--- src/rtl/npcnn_pkg.sv ---
// Shared types, widths and sizing helpers for the npcnn convolution engine.
package npcnn_pkg;

  localparam int unsigned PIX_W  = 8;
  localparam int unsigned W_W    = 9;
  localparam int unsigned PROD_W = 17;
  localparam int unsigned ACC_W  = 20;

  typedef enum logic [2:0] {
    S_IDLE,
    S_LOAD_A,
    S_LOAD_B,
    S_MAC,
    S_CLEAR,
    S_OUT
  } state_t;

  function automatic int calc_os(int as, int bs, int s, int p);
    return (as + 2 * p - bs) / s + 1;
  endfunction

  // Counter/index width that never collapses to zero bits.
  function automatic int unsigned clogb(int unsigned n);
    return (n <= 2) ? 1 : $clog2(n);
  endfunction

endpackage

--- src/rtl/npcnn_mac.sv ---
// Single multiply-accumulate: zero-extended pixel times signed weight into a wrapping 20-bit accumulator.
module npcnn_mac
  import npcnn_pkg::*;
(
  input  logic             clk,
  input  logic             reset,
  input  logic             en,
  input  logic             clr,
  input  logic [PIX_W-1:0] pix,
  input  logic [W_W-1:0]   w,
  output logic [ACC_W-1:0] acc
);

  logic signed [PROD_W-1:0] pix_s, w_s, prod;
  logic signed [ACC_W-1:0]  acc_d, acc_q;

  always_comb begin
    pix_s = PROD_W'($signed({1'b0, pix}));
    w_s   = PROD_W'($signed(w));
    prod  = pix_s * w_s;
    acc_d = acc_q;
    if (clr) begin
      acc_d = '0;
    end else if (en) begin
      acc_d = acc_q + ACC_W'(prod);
    end
  end

  always_ff @(posedge clk or negedge reset) begin
    if (!reset) begin
      acc_q <= '0;
    end else begin
      acc_q <= acc_d;
    end
  end

  assign acc = acc_q;

endmodule

--- src/rtl/npcnn.sv ---
// Serial-load 2-D convolution engine with one MAC; optional ReLU on stored results via NPCNN_RELU_EN.
module npcnn
  import npcnn_pkg::*;
#(
  parameter int AS = 6,
  parameter int BS = 3,
  parameter int S  = 1,
  parameter int P  = 0
) (
  input  logic             clk,
  input  logic             reset,
  output logic [ACC_W-1:0] out,
  output logic             done,
  input  logic [PIX_W-1:0] a,
  input  logic [W_W-1:0]   b,
  input  logic             go
);

  localparam int          OS   = calc_os(AS, BS, S, P);
  localparam int unsigned NA   = AS * AS;
  localparam int unsigned NB   = BS * BS;
  localparam int unsigned NO   = OS * OS;
  localparam int unsigned LD_W = clogb((NA > NB) ? NA : NB);
  localparam int unsigned IA_W = clogb(NA);
  localparam int unsigned KA_W = clogb(NB);
  localparam int unsigned KS_W = clogb(BS);
  localparam int unsigned OS_W = clogb(OS);
  localparam int unsigned OA_W = clogb(NO);

  logic [PIX_W-1:0] img_mem  [NA];
  logic [W_W-1:0]   ker_mem  [NB];
  logic [ACC_W-1:0] obuf_mem [NO];

  state_t            state_d, state_q;
  logic [LD_W-1:0]   ld_d, ld_q;
  logic [KS_W-1:0]   ki_d, ki_q, kj_d, kj_q;
  logic [KA_W-1:0]   k_d, k_q;
  logic [OS_W-1:0]   r_d, r_q, c_d, c_q;
  logic [OA_W-1:0]   o_d, o_q;
  logic [ACC_W-1:0]  out_d, out_q;
  logic              done_d, done_q;

  logic              img_we, ker_we, obuf_we, mac_en, mac_clr;
  logic [PIX_W-1:0]  pix_c;
  logic [W_W-1:0]    wgt_c;
  logic [ACC_W-1:0]  acc_c, wdata_c;
  int                ir_c, ic_c;

  // Image coordinate addressed by the current kernel tap; outside the image reads as padding.
  always_comb begin
    ir_c  = int'(r_q) * S + int'(ki_q) - P;
    ic_c  = int'(c_q) * S + int'(kj_q) - P;
    pix_c = '0;
    if (ir_c >= 0 && ir_c < AS && ic_c >= 0 && ic_c < AS) begin
      pix_c = img_mem[IA_W'(ir_c * AS + ic_c)];
    end
    wgt_c = ker_mem[k_q];
`ifdef NPCNN_RELU_EN
    wdata_c = acc_c[ACC_W-1] ? '0 : acc_c;
`else
    wdata_c = acc_c;
`endif
  end

  always_comb begin
    state_d = state_q;
    ld_d    = ld_q;
    ki_d    = ki_q;
    kj_d    = kj_q;
    k_d     = k_q;
    r_d     = r_q;
    c_d     = c_q;
    o_d     = o_q;
    out_d   = out_q;
    done_d  = 1'b0;
    img_we  = 1'b0;
    ker_we  = 1'b0;
    obuf_we = 1'b0;
    mac_en  = 1'b0;
    mac_clr = 1'b0;
    case (state_q)
      S_IDLE: begin
        mac_clr = 1'b1;
        if (go) begin
          state_d = S_LOAD_A;
          ld_d    = '0;
          ki_d    = '0;
          kj_d    = '0;
          k_d     = '0;
          r_d     = '0;
          c_d     = '0;
          o_d     = '0;
        end
      end
      S_LOAD_A: begin
        img_we = 1'b1;
        ld_d   = ld_q + LD_W'(1);
        if (ld_q == LD_W'(NA - 1)) begin
          ld_d    = '0;
          state_d = S_LOAD_B;
        end
      end
      S_LOAD_B: begin
        ker_we = 1'b1;
        ld_d   = ld_q + LD_W'(1);
        if (ld_q == LD_W'(NB - 1)) begin
          ld_d    = '0;
          state_d = S_MAC;
        end
      end
      S_MAC: begin
        mac_en = 1'b1;
        k_d    = k_q + KA_W'(1);
        kj_d   = kj_q + KS_W'(1);
        if (kj_q == KS_W'(BS - 1)) begin
          kj_d = '0;
          ki_d = ki_q + KS_W'(1);
        end
        if (k_q == KA_W'(NB - 1)) begin
          k_d     = '0;
          ki_d    = '0;
          kj_d    = '0;
          state_d = S_CLEAR;
        end
      end
      S_CLEAR: begin
        obuf_we = 1'b1;
        mac_clr = 1'b1;
        o_d     = o_q + OA_W'(1);
        c_d     = c_q + OS_W'(1);
        state_d = S_MAC;
        if (c_q == OS_W'(OS - 1)) begin
          c_d = '0;
          r_d = r_q + OS_W'(1);
        end
        if (o_q == OA_W'(NO - 1)) begin
          o_d     = '0;
          r_d     = '0;
          c_d     = '0;
          state_d = S_OUT;
        end
      end
      S_OUT: begin
        done_d = 1'b1;
        out_d  = obuf_mem[o_q];
        o_d    = o_q + OA_W'(1);
        if (o_q == OA_W'(NO - 1)) begin
          o_d     = '0;
          state_d = S_IDLE;
        end
      end
      default: state_d = S_IDLE;
    endcase
  end

  always_ff @(posedge clk or negedge reset) begin
    if (!reset) begin
      state_q <= S_IDLE;
      ld_q    <= '0;
      ki_q    <= '0;
      kj_q    <= '0;
      k_q     <= '0;
      r_q     <= '0;
      c_q     <= '0;
      o_q     <= '0;
      out_q   <= '0;
      done_q  <= 1'b0;
    end else begin
      state_q <= state_d;
      ld_q    <= ld_d;
      ki_q    <= ki_d;
      kj_q    <= kj_d;
      k_q     <= k_d;
      r_q     <= r_d;
      c_q     <= c_d;
      o_q     <= o_d;
      out_q   <= out_d;
      done_q  <= done_d;
    end
  end

  // Buffers keep their contents across reset; each run reloads them.
  always_ff @(posedge clk) begin
    if (img_we)  img_mem[IA_W'(ld_q)] <= a;
    if (ker_we)  ker_mem[KA_W'(ld_q)] <= b;
    if (obuf_we) obuf_mem[o_q]        <= wdata_c;
  end

  npcnn_mac u_mac (
    .clk   (clk),
    .reset (reset),
    .en    (mac_en),
    .clr   (mac_clr),
    .pix   (pix_c),
    .w     (wgt_c),
    .acc   (acc_c)
  );

  assign out  = out_q;
  assign done = done_q;

endmodule

--- config.mk ---
export PLATFORM = sky130hd
export DESIGN_NAME = npcnn
export DESIGN_NICKNAME = d
export VERILOG_FILES = /design/src/rtl/npcnn_pkg.sv /design/src/rtl/npcnn_mac.sv /design/src/rtl/npcnn.sv
export SDC_FILE = /design/constraint.sdc
export NUM_CORES = 1
export LEC_CHECK = 0
export ABC_AREA = 1
export CORE_UTILIZATION = 55
export DETAILED_ROUTE_END_ITERATION = 12
export DONT_BUFFER_PORTS = 1
export PLACE_DENSITY = 0.81
export RECOVER_POWER = 25
export SLEW_MARGIN = 20
export SYNTH_ARGS = -nofsm -noshare
export SYNTH_HDL_FRONTEND = slang
export SYNTH_SLANG_ARGS = --single-unit
--- constraint.sdc ---
create_clock -name clk -period 12.6 [get_ports clk]
set_input_delay 1.26 -clock clk [delete_from_list [all_inputs] [get_ports clk]]
set_output_delay 1.26 -clock clk [all_outputs]
set_load 0.02 [all_outputs]
==> out/qor.yml <==
status:
  status: "finished, final reports clean"
final_layout:
  clkbuf_count: 105
  most-common-layout-cells: "edfxtp_1, nand2_1, nor2_1"
  stdcell_count: 3657
  n_antenna_cell: 0
  layout_top_cell: "edfxtp_1"
  buf_share_pct: 0.6627
  drive_gt1_share_pct: 7.548
  nFillCells: 4494
  num-multi-input-gates: 1781
  largest_reg_flops: 320
  syn2layout_area_growth_pct: 9.419
  comb_share_pct: 27.53
  logic_area_um2: 10130
setup_path:
  setup.worst_path.start_class: "flip-flop"
  crit_path_frequent_cell: "fa_1"
  crit_path_end_kind: "flip-flop"
  r2r_start: "r_q[0]"
  worstRegToRegCells: 40
  critPathTopFamily: "adder cells"
  reg2reg_to: "u_mac.acc[18]"
  crit_buf_inv: 8
clock_tree:
  clk_latency_ns: 0.64
  cts_buffers: 76
  cts_hold_buf: 0
  cts_sinks: 755
  root_buffer: "clkbuf_16"
  cts_max_path_buffers: 3
  post-cts-setup-buffer-count: 0
global_route:
  globalRoute.busiestLayer: "met2"
  use_met2_pct: 42.91
  antenna_found_initial: 0
  gr-total-overflow: 0
  met1_usage_pct: 34.93
  grt_max_degree: 123
  grt_pass1_vias: 22754
  gr-usage-met3_pct: 4.545
  grt_pass1_wl_um: 125500
floorplanning:
  fp.dieW_um: 249.3
  core-area_um2: 60360
  tap_cells: 782
final_timing:
  fin_crit_ns: 9.691
  hold_viol_final: 0
  whs_ns: 0.3073
  fin_ws_ns: 2.909
  rsz0062_at_grt: "no"
  fin_crit_sh_pct: 76.92
  max_slew_margin_pct: 23.65
  final.setup_skew_ns: 0.03423
synthesis:
  synth_area_um2: 33650
  netlist_instances: 2840
  avgSynthCellArea_um2: 11.85
  synth-edff-count: 689
  yosys_most_used_dff: "edfxtp_1"
  top_cell: "edfxtp_1"
  ys_seq_share_pct: 66.40
  syn-num-nets: 2994
  common_cells: "edfxtp_1, nand2_1, nor2_1"
  ys_sh_aoi_pct: 11.33
  ys_area_um2: 33650
  mux_area_share_pct: 0
  yosys.cell_types.count: 57
place:
  dpl_cell_area_um2: 34330
  pre_cts_ws_ns: 3.076
run:
  openroad.warnings: 37
  maxCapViolations: 0
route:
  wl_met3_um: 8203
  vias: 22803
  first_pass_iters: 8
  viasPerCell: 6.235
  drtIter0Drc: 2588
  drt-met1-wl_um: 31010
  wl_per_cell_um: 22.20
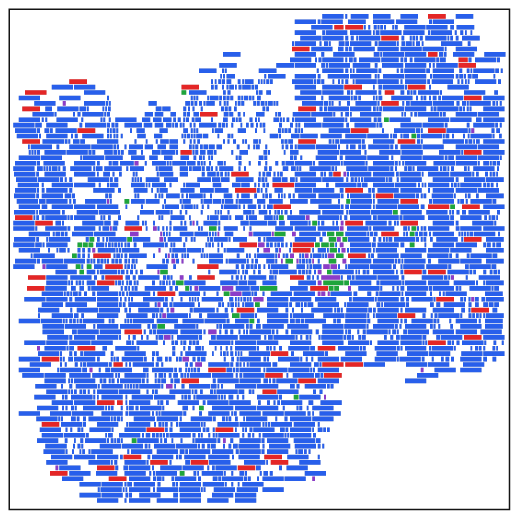
Fig. 1. Cells by drive strength.
Drawn at 2 px/um.
size	color	cells
_2 cells	purple	70
_3 and _4 cells	green	52
_6 and larger	red	95
_0 and _1 cells	blue	2658
number of signal-net buffers in the layout: 32
Final Instance Area: 36820 um^2

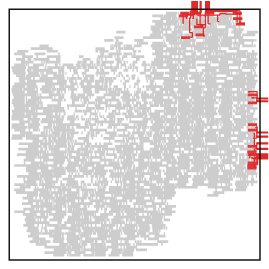
Fig. 2. Nets reached from selected ports.
Drawn at 1 px/um.
port	color	bits	direction	edge	end cells	buffers	wire
`out`	red	20	output	10 east, 10 north	20	0	493 um
number of top-level pins: 41
number of port buffers: 0

